$ cat config.mk
export PLATFORM = sky130hd
export DESIGN_NAME = uart_fifo_bridge
export DESIGN_NICKNAME = d
export VERILOG_FILES = /design/src/rtl/uart_bridge_pkg.sv /design/src/rtl/uart_fifo_bridge_sync_fifo.sv /design/src/rtl/uart_fifo_bridge.sv
export SDC_FILE = /design/constraint.sdc
export NUM_CORES = 1
export LEC_CHECK = 0
export ABC_CLOCK_PERIOD_IN_PS = 4150
export CAP_MARGIN = 5
export CORE_AREA = 3 3 267 138
export CTS_BUF_LIST = sky130_fd_sc_hd__clkbuf_16
export DETAILED_ROUTE_END_ITERATION = 8
export DIE_AREA = 0 0 270 141
export GPL_TIMING_DRIVEN = 0
export HOLD_SLACK_MARGIN = 0.06
export PLACE_DENSITY_LB_ADDON = 0.25
export SETUP_SLACK_MARGIN = 0.05
export SYNTH_ARGS = -nofsm -noshare
export SYNTH_HDL_FRONTEND = slang
export SYNTH_SLANG_ARGS = --single-unit
$ cat constraint.sdc
create_clock -name clk -period 4.15 [get_ports clk]
set_input_delay 0.83 -clock clk [delete_from_list [all_inputs] [get_ports clk]]
set_output_delay 0.83 -clock clk [all_outputs]
set_load 0.01 [all_outputs]
$ cat src/rtl/uart_bridge_pkg.sv
`default_nettype none
// +--------------------------------------------------------------------+
// | uart_bridge_pkg : offsets, CTRL bits and FSM states for the bridge |
// | Rev 1.0                                                            |
// +--------------------------------------------------------------------+
package uart_bridge_pkg;

  localparam logic [7:0]  c_reg_status = 8'h00;
  localparam logic [7:0]  c_reg_div    = 8'h04;
  localparam logic [7:0]  c_reg_data   = 8'h08;
  localparam logic [7:0]  c_reg_ctrl   = 8'h0C;

  localparam logic [31:0] c_uart_div   = 32'h0000_0004;
  localparam logic [31:0] c_uart_dat   = 32'h0000_0008;

  localparam int c_ctrl_rx_poll_en = 0;
  localparam int c_ctrl_irq_rx_en  = 1;
  localparam int c_ctrl_irq_tx_en  = 2;
  localparam int c_ctrl_tx_flush   = 8;
  localparam int c_ctrl_rx_flush   = 9;

  typedef enum logic [2:0] {
    ST_IDLE    = 3'd0,
    ST_DIV_REQ = 3'd1,
    ST_TX_REQ  = 3'd2,
    ST_RX_REQ  = 3'd3,
    ST_RESP    = 3'd4
  } state_t;

endpackage
`default_nettype wire

$ cat src/rtl/uart_fifo_bridge_sync_fifo.sv
`default_nettype none
// +--------------------------------------------------------------------+
// | sync_fifo : single-clock FIFO, first word visible on dout, flush   |
// | Rev 1.0                                                            |
// +--------------------------------------------------------------------+
module sync_fifo #(
  parameter int WIDTH = 8,
  parameter int DEPTH = 16
) (
  input  logic                     clk,
  input  logic                     resetn,
  input  logic                     push,
  input  logic                     pop,
  input  logic                     flush,
  input  logic [WIDTH-1:0]         din,
  output logic [WIDTH-1:0]         dout,
  output logic [$clog2(DEPTH):0]   count,
  output logic                     full,
  output logic                     empty
);

  localparam int                c_aw         = $clog2(DEPTH);
  localparam logic [c_aw:0]     c_full_count = (c_aw+1)'(DEPTH);

  logic [WIDTH-1:0] r_mem [DEPTH];
  logic [c_aw-1:0]  r_wr_ptr;
  logic [c_aw-1:0]  r_rd_ptr;
  logic [c_aw:0]    r_count;
  logic             w_push;
  logic             w_pop;

  // A push into a full FIFO is still legal when the head leaves in the same cycle
  assign w_pop  = pop && (r_count != '0);
  assign w_push = push && ((r_count != c_full_count) || w_pop);

  always_ff @(posedge clk) begin
    if (!resetn || flush) begin
      r_wr_ptr <= '0;
      r_rd_ptr <= '0;
      r_count  <= '0;
    end else begin
      if (w_push) r_wr_ptr <= r_wr_ptr + 1'b1;
      if (w_pop)  r_rd_ptr <= r_rd_ptr + 1'b1;
      case ({w_push, w_pop})
        2'b10:   r_count <= r_count + 1'b1;
        2'b01:   r_count <= r_count - 1'b1;
        default: r_count <= r_count;
      endcase
    end
  end

  always_ff @(posedge clk) begin
    if (w_push && !flush) r_mem[r_wr_ptr] <= din;
  end

  assign dout  = r_mem[r_rd_ptr];
  assign count = r_count;
  assign full  = (r_count == c_full_count);
  assign empty = (r_count == '0);

endmodule
`default_nettype wire

$ cat src/rtl/uart_fifo_bridge.sv
`default_nettype none
// +--------------------------------------------------------------------+
// | uart_fifo_bridge : CPU-side TX/RX FIFOs in front of the uart regs  |
// | Rev 1.0                                                            |
// +--------------------------------------------------------------------+
module uart_fifo_bridge
  import uart_bridge_pkg::*;
#(
  parameter int TX_DEPTH = 16,
  parameter int RX_DEPTH = 16,
  parameter int POLL_GAP = 8
) (
  input  logic        clk,
  input  logic        resetn,
  input  logic        s_valid,
  output logic        s_ready,
  input  logic [31:0] s_addr,
  input  logic [31:0] s_wdata,
  input  logic [3:0]  s_wstrb,
  output logic [31:0] s_rdata,
  output logic        m_valid,
  input  logic        m_ready,
  output logic [31:0] m_addr,
  output logic [31:0] m_wdata,
  output logic [3:0]  m_wstrb,
  input  logic [31:0] m_rdata,
  output logic        irq
);

  localparam int              c_tx_aw       = $clog2(TX_DEPTH);
  localparam int              c_rx_aw       = $clog2(RX_DEPTH);
  localparam int              c_pw          = (POLL_GAP > 0) ? $clog2(POLL_GAP + 1) : 1;
  localparam logic [c_pw-1:0] c_poll_reload = c_pw'(POLL_GAP);

  state_t            r_state;
  logic [2:0]        r_ctrl;
  logic              r_div_pend;
  logic [31:0]       r_div_wdata;
  logic [3:0]        r_div_wstrb;
  logic              r_rx_ovf;
  logic              r_tx_stale;
  logic [c_pw-1:0]   r_poll_cnt;

  logic [c_tx_aw:0]  w_tx_count;
  logic [c_rx_aw:0]  w_rx_count;
  logic [7:0]        w_tx_dout;
  logic [7:0]        w_rx_dout;
  logic              w_tx_full, w_tx_empty, w_rx_full, w_rx_empty;
  logic              w_req, w_is_wr, w_m_done;
  logic              w_tx_push, w_tx_pop, w_rx_push, w_rx_pop;
  logic              w_ctrl_wr, w_tx_flush, w_rx_flush;
  logic [7:0]        w_reg;
  logic [31:0]       w_status;
  logic              w_unused;

  // A request is taken once; the cycle s_ready is high and any DIV in flight block re-decode
  assign w_req      = s_valid && !s_ready && !r_div_pend;
  assign w_reg      = s_addr[7:0];
  assign w_is_wr    = |s_wstrb;
  assign w_m_done   = m_valid && m_ready;

  assign w_tx_push  = w_req && (w_reg == c_reg_data) && s_wstrb[0] && !w_tx_full;
  assign w_rx_pop   = w_req && (w_reg == c_reg_data) && !w_is_wr;
  assign w_ctrl_wr  = w_req && (w_reg == c_reg_ctrl) && w_is_wr;
  assign w_tx_flush = w_ctrl_wr && s_wdata[c_ctrl_tx_flush];
  assign w_rx_flush = w_ctrl_wr && s_wdata[c_ctrl_rx_flush];
  assign w_tx_pop   = w_m_done && (r_state == ST_TX_REQ) && !r_tx_stale;
  assign w_rx_push  = w_m_done && (r_state == ST_RX_REQ) && !m_rdata[31];

  assign w_status = {13'h0, r_rx_ovf, w_rx_empty, w_tx_full,
                     3'h0, 5'(w_rx_count), 3'h0, 5'(w_tx_count)};
  assign w_unused = &{1'b0, s_addr[31:8]};

  sync_fifo #(.WIDTH(8), .DEPTH(TX_DEPTH)) u_tx_fifo (
    .clk(clk), .resetn(resetn), .push(w_tx_push), .pop(w_tx_pop), .flush(w_tx_flush),
    .din(s_wdata[7:0]), .dout(w_tx_dout), .count(w_tx_count),
    .full(w_tx_full), .empty(w_tx_empty)
  );

  sync_fifo #(.WIDTH(8), .DEPTH(RX_DEPTH)) u_rx_fifo (
    .clk(clk), .resetn(resetn), .push(w_rx_push), .pop(w_rx_pop), .flush(w_rx_flush),
    .din(m_rdata[7:0]), .dout(w_rx_dout), .count(w_rx_count),
    .full(w_rx_full), .empty(w_rx_empty)
  );

  always_ff @(posedge clk) begin
    if (!resetn) begin
      s_ready     <= 1'b0;
      s_rdata     <= '0;
      m_valid     <= 1'b0;
      m_addr      <= '0;
      m_wdata     <= '0;
      m_wstrb     <= '0;
      irq         <= 1'b0;
      r_state     <= ST_IDLE;
      r_ctrl      <= '0;
      r_div_pend  <= 1'b0;
      r_div_wdata <= '0;
      r_div_wstrb <= '0;
      r_rx_ovf    <= 1'b0;
      r_tx_stale  <= 1'b0;
      r_poll_cnt  <= '0;
    end else begin
      s_ready <= 1'b0;
      irq     <= (r_ctrl[c_ctrl_irq_rx_en] && !w_rx_empty) ||
                 (r_ctrl[c_ctrl_irq_tx_en] && (w_tx_count == '0));

      if (w_req) begin
        case (w_reg)
          c_reg_status: begin
            s_ready <= 1'b1;
            s_rdata <= w_is_wr ? 32'h0 : w_status;
            if (!w_is_wr) r_rx_ovf <= 1'b0;
          end
          c_reg_div: begin
            r_div_pend  <= 1'b1;
            r_div_wdata <= s_wdata;
            r_div_wstrb <= s_wstrb;
          end
          c_reg_data: begin
            if (!w_is_wr) begin
              s_ready <= 1'b1;
              s_rdata <= w_rx_empty ? 32'hFFFF_FFFF : {24'h0, w_rx_dout};
            end else if (!s_wstrb[0] || !w_tx_full) begin
              s_ready <= 1'b1;
              s_rdata <= '0;
            end
          end
          c_reg_ctrl: begin
            s_ready <= 1'b1;
            s_rdata <= w_is_wr ? 32'h0 : {29'h0, r_ctrl};
            if (w_is_wr) r_ctrl <= s_wdata[2:0];
          end
          default: begin
            s_ready <= 1'b1;
            s_rdata <= '0;
          end
        endcase
      end

      // The byte already on m_wdata was flushed; its completion must not pop a newer entry
      if (w_tx_flush && (r_state == ST_TX_REQ)) r_tx_stale <= 1'b1;
      if (w_rx_push && w_rx_full && !w_rx_pop)   r_rx_ovf   <= 1'b1;

      case (r_state)
        ST_IDLE: begin
          if (r_div_pend) begin
            m_valid <= 1'b1;
            m_addr  <= c_uart_div;
            m_wdata <= r_div_wdata;
            m_wstrb <= r_div_wstrb;
            r_state <= ST_DIV_REQ;
          end else if (!w_tx_empty) begin
            m_valid    <= 1'b1;
            m_addr     <= c_uart_dat;
            m_wdata    <= {24'h0, w_tx_dout};
            m_wstrb    <= 4'b0001;
            r_tx_stale <= 1'b0;
            r_state    <= ST_TX_REQ;
          end else if (r_ctrl[c_ctrl_rx_poll_en] && !w_rx_full && (r_poll_cnt == '0)) begin
            m_valid <= 1'b1;
            m_addr  <= c_uart_dat;
            m_wdata <= '0;
            m_wstrb <= '0;
            r_state <= ST_RX_REQ;
          end else if (r_poll_cnt != '0) begin
            r_poll_cnt <= r_poll_cnt - 1'b1;
          end
        end
        ST_DIV_REQ: begin
          if (w_m_done) begin
            m_valid    <= 1'b0;
            s_ready    <= 1'b1;
            s_rdata    <= m_rdata;
            r_div_pend <= 1'b0;
            r_state    <= ST_RESP;
          end
        end
        ST_TX_REQ: begin
          if (w_m_done) begin
            m_valid <= 1'b0;
            r_state <= ST_IDLE;
          end
        end
        ST_RX_REQ: begin
          if (w_m_done) begin
            m_valid    <= 1'b0;
            r_poll_cnt <= c_poll_reload;
            r_state    <= ST_IDLE;
          end
        end
        ST_RESP: r_state <= ST_IDLE;
        default: r_state <= ST_IDLE;
      endcase
    end
  end

endmodule
`default_nettype wire

**Signal wires on met1**

Drawn at 1.5 px/um.
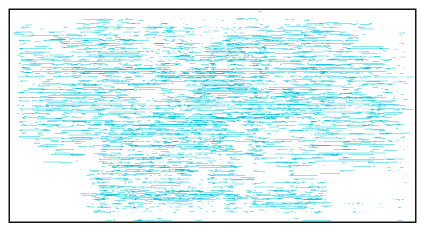
wire length on this layer: 17000 um
main direction: horizontal
nets with wire on the layer: 1487

**Selected gate families**

Drawn at 1.5 px/um.
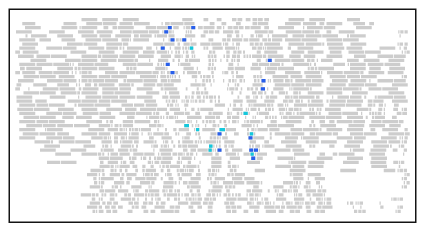
[AND-OR and OR-AND gates] cyan | cells: 9 | where: middle
[XOR/XNOR gates] blue | cells: 17 | most used: xor2_1

**Sequential cells colored by netlist name**

Drawn at 2 px/um. Other sequential cells in the stronger gray, the rest of the logic in the fainter gray.
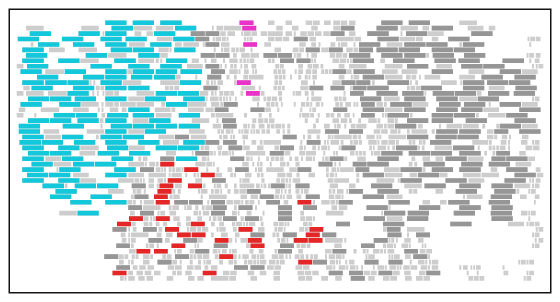
[`m_wdata`] red | flops: 32
[`u_tx_fifo.r_mem`] cyan | flops: 128
[`u_tx_fifo.count`] magenta | flops: 5 | where: top middle

==> run summary <==
run results: Req. time, crit path=4.62 ns, Post-synth EDFFs=256, relative slew slack=32.5%, Warnings, synthesis=0, Well Taps=475, overall die width=270 um, Netlist cell types=72, Max-area cell share=44.7%, Reg2Reg Launch Point=r_div_pend, hold endpoint=r_div_wdata[12], clock buffers=40, Cell Int Power=6260 uW, via count=11100, hpwl dp=30500 um, Switch Pwr=1680 uW, yosys stat area=0.0172 mm^2, clock tree root buffer cell=clkbuf_16, Worst Setup EP=u_tx_fifo.count[4], Worst VDD drop=0.000356 V, Final clock-cell share=5.42%, flop count=412, CP arrival=4.35 ns, ratio of cells with drive above 1 in the final layout=16.0%, logic share of the area=28.4%, clock-pin slew on the worst setup and hold paths=0.06 ns, Avg Inst Size Synth=13.8 um^2, sequential cell area=0.0108 mm^2, Yosys top cell by area=edfxtp_1, Signal inverters=28, fraction of registers with async set/reset=0%, DP Area=0.0195 mm^2, hold path cells=2, vias in the first global route=11400, WL final=42700 um, Placed Cells=1909, first-pass GRT wire length=65700 um, yosys adder share=1.62%, Final Cycle Share=93.4%, final antenna-violating net count=0, Final Util=60.1%, nonclk buf count=269, Top Registers=u_rx_fifo.r_mem x128, u_tx_fifo.r_mem x128, Die Span Y=141 um, cts-stage hold buffer count=0, Synth mux share=10.6%, CP startpoint=s_addr[2], routability congestion estimate=0.857, global route overflow=0, largest net degree at the start of global routing=19, aoi share=9.16%, Synth Instances=1245, initial antenna violation count=1, Comb pwr share=4.3%, Synth Seq Share=62.9%, RSZ-0062 raised after global routing=false, Hold Crit Class=flop to flop, R2R setup slack=0.64 ns, Power Sequential=4370 uW, Late-Pin Clk Latency=0.55 ns, mapped cell area=0.0172 mm^2, top post-synthesis cells by count=256 x edfxtp_1, 156 x dfxtp_1, 81 x nand2_1, TritonCTS Buffers=37, TNS Setup=0 ns, DP Worst Slack=-0.378 ns, XORs/XNORs by Area=0.866%, Max Buffers Root-to-Sink=3, Clock Skews=0.0202 ns, area of the core=0.0344 mm^2, PortBufs=151, fin crit period=3.87 ns, Sw Ratio=21.2%, kind of critical path=input port to flop, Yosys Instances=1245, nets=1600, stage-log warning count=56, Data buffer area share=10.5%, Cell Count, Final, Fillers Out=1980, max-cap violations=0, leak pwr=0.00682 uW, yosys simple share=10.8%, Vias/cell=5.62, Synth top cell by count=edfxtp_1, total power=7940 uW, Power Density=384 mW/mm^2, status=completed, H-Tree Depth=2, measured slew at the worst slew-check pin=1.01 ns, logic area=0.00587 mm^2, top comb family, area=simple AND/OR/NAND/NOR gates, flop share of the area=52.3%
**Layout detail**

Region (190, 93) to (215, 118) um. Cells in gray, sequential cells in the stronger gray; small squares are vias.
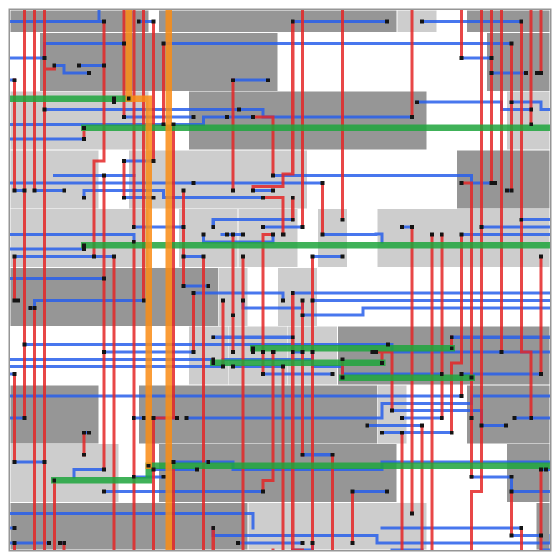
[met1] blue
[met4] orange
[met2] red
[met3] green
sequential cells in the window: 7
most frequent: edfxtp_1 (7), mux4_2 (4), a22oi_1 (3)
cells with their middle in the window: 22
netlist names of flops here include: `u_rx_fifo.r_mem` (7)

**Track usage over the die**

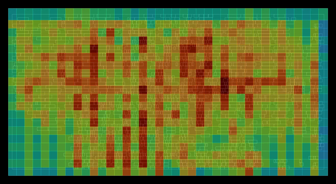
grt met3 use: 5.58%
global-route track usage on met2: 39.0%
M1 GR Usage: 27.8%
gr busiest metal: met2

[per-layer routing]
metal | vias to the layer above | track usage (%) | share of wire [%] | wire (um)
met5 | - | 0 | 0 | 0
met4 | 0 | 7.72 | 3.2 | 1360
met3 | 84 | 5.58 | 7.1 | 3030
met2 | 343 | 39.0 | 50 | 21300
met1 | 5564 | 27.8 | 40 | 17000
li1 | 5132 | - | - | -
[critical path: stages]
cell and delay [ns]:
clkdlybuf4s50_1 0.62, and3b_1 0.30, clkbuf_1 0.26, a21boi_2 0.35
nand2_2 0.24, ha_1 0.32, ha_1 0.32, nor2b_1 0.15
o21ai_0 0.20, a21oi_1 0.12, or4_1 0.48, a21oi_1 0.15
[what timing repair did]
item / in CTS / in global routing
buffers inserted: 0 / 0
gates resized: 0 / 4
setup endpoints to repair: 0 / 13
[placed cells by master, fill, tap and decap left out, drive strengths merged, types with 3 or more instances in the layout]
cell / netlist / layout
o22ai: 14 / 14
clkdlybuf4s50: 0 / 151
mux2i: 11 / 11
nand4b: 3 / 3
clkinv: 0 / 9
o21ai: 50 / 50
mux4: 71 / 71
nor3: 22 / 22
xor2: 10 / 10
a21boi: 43 / 43
nor3b: 12 / 12
nor4: 10 / 10
and2: 15 / 15
inv: 28 / 47
o221ai: 6 / 6
a21o: 4 / 4
nor2: 73 / 73
nor2b: 39 / 39
o21a: 3 / 3
xnor2: 7 / 7
nand4: 12 / 12
dfxtp: 156 / 156
edfxtp: 256 / 256
ha: 19 / 19
nand3: 57 / 57
conb: 1 / 30
a31oi: 7 / 7
nand2: 81 / 81
a221oi: 15 / 15
and3: 6 / 6
buf: 67 / 76
a32oi: 3 / 3
clkbuf: 40 / 82
mux2: 6 / 6
a21oi: 38 / 38
or4: 5 / 5
a22oi: 31 / 31
o31ai: 3 / 3
Power is estimated from default activity; no workload was simulated.
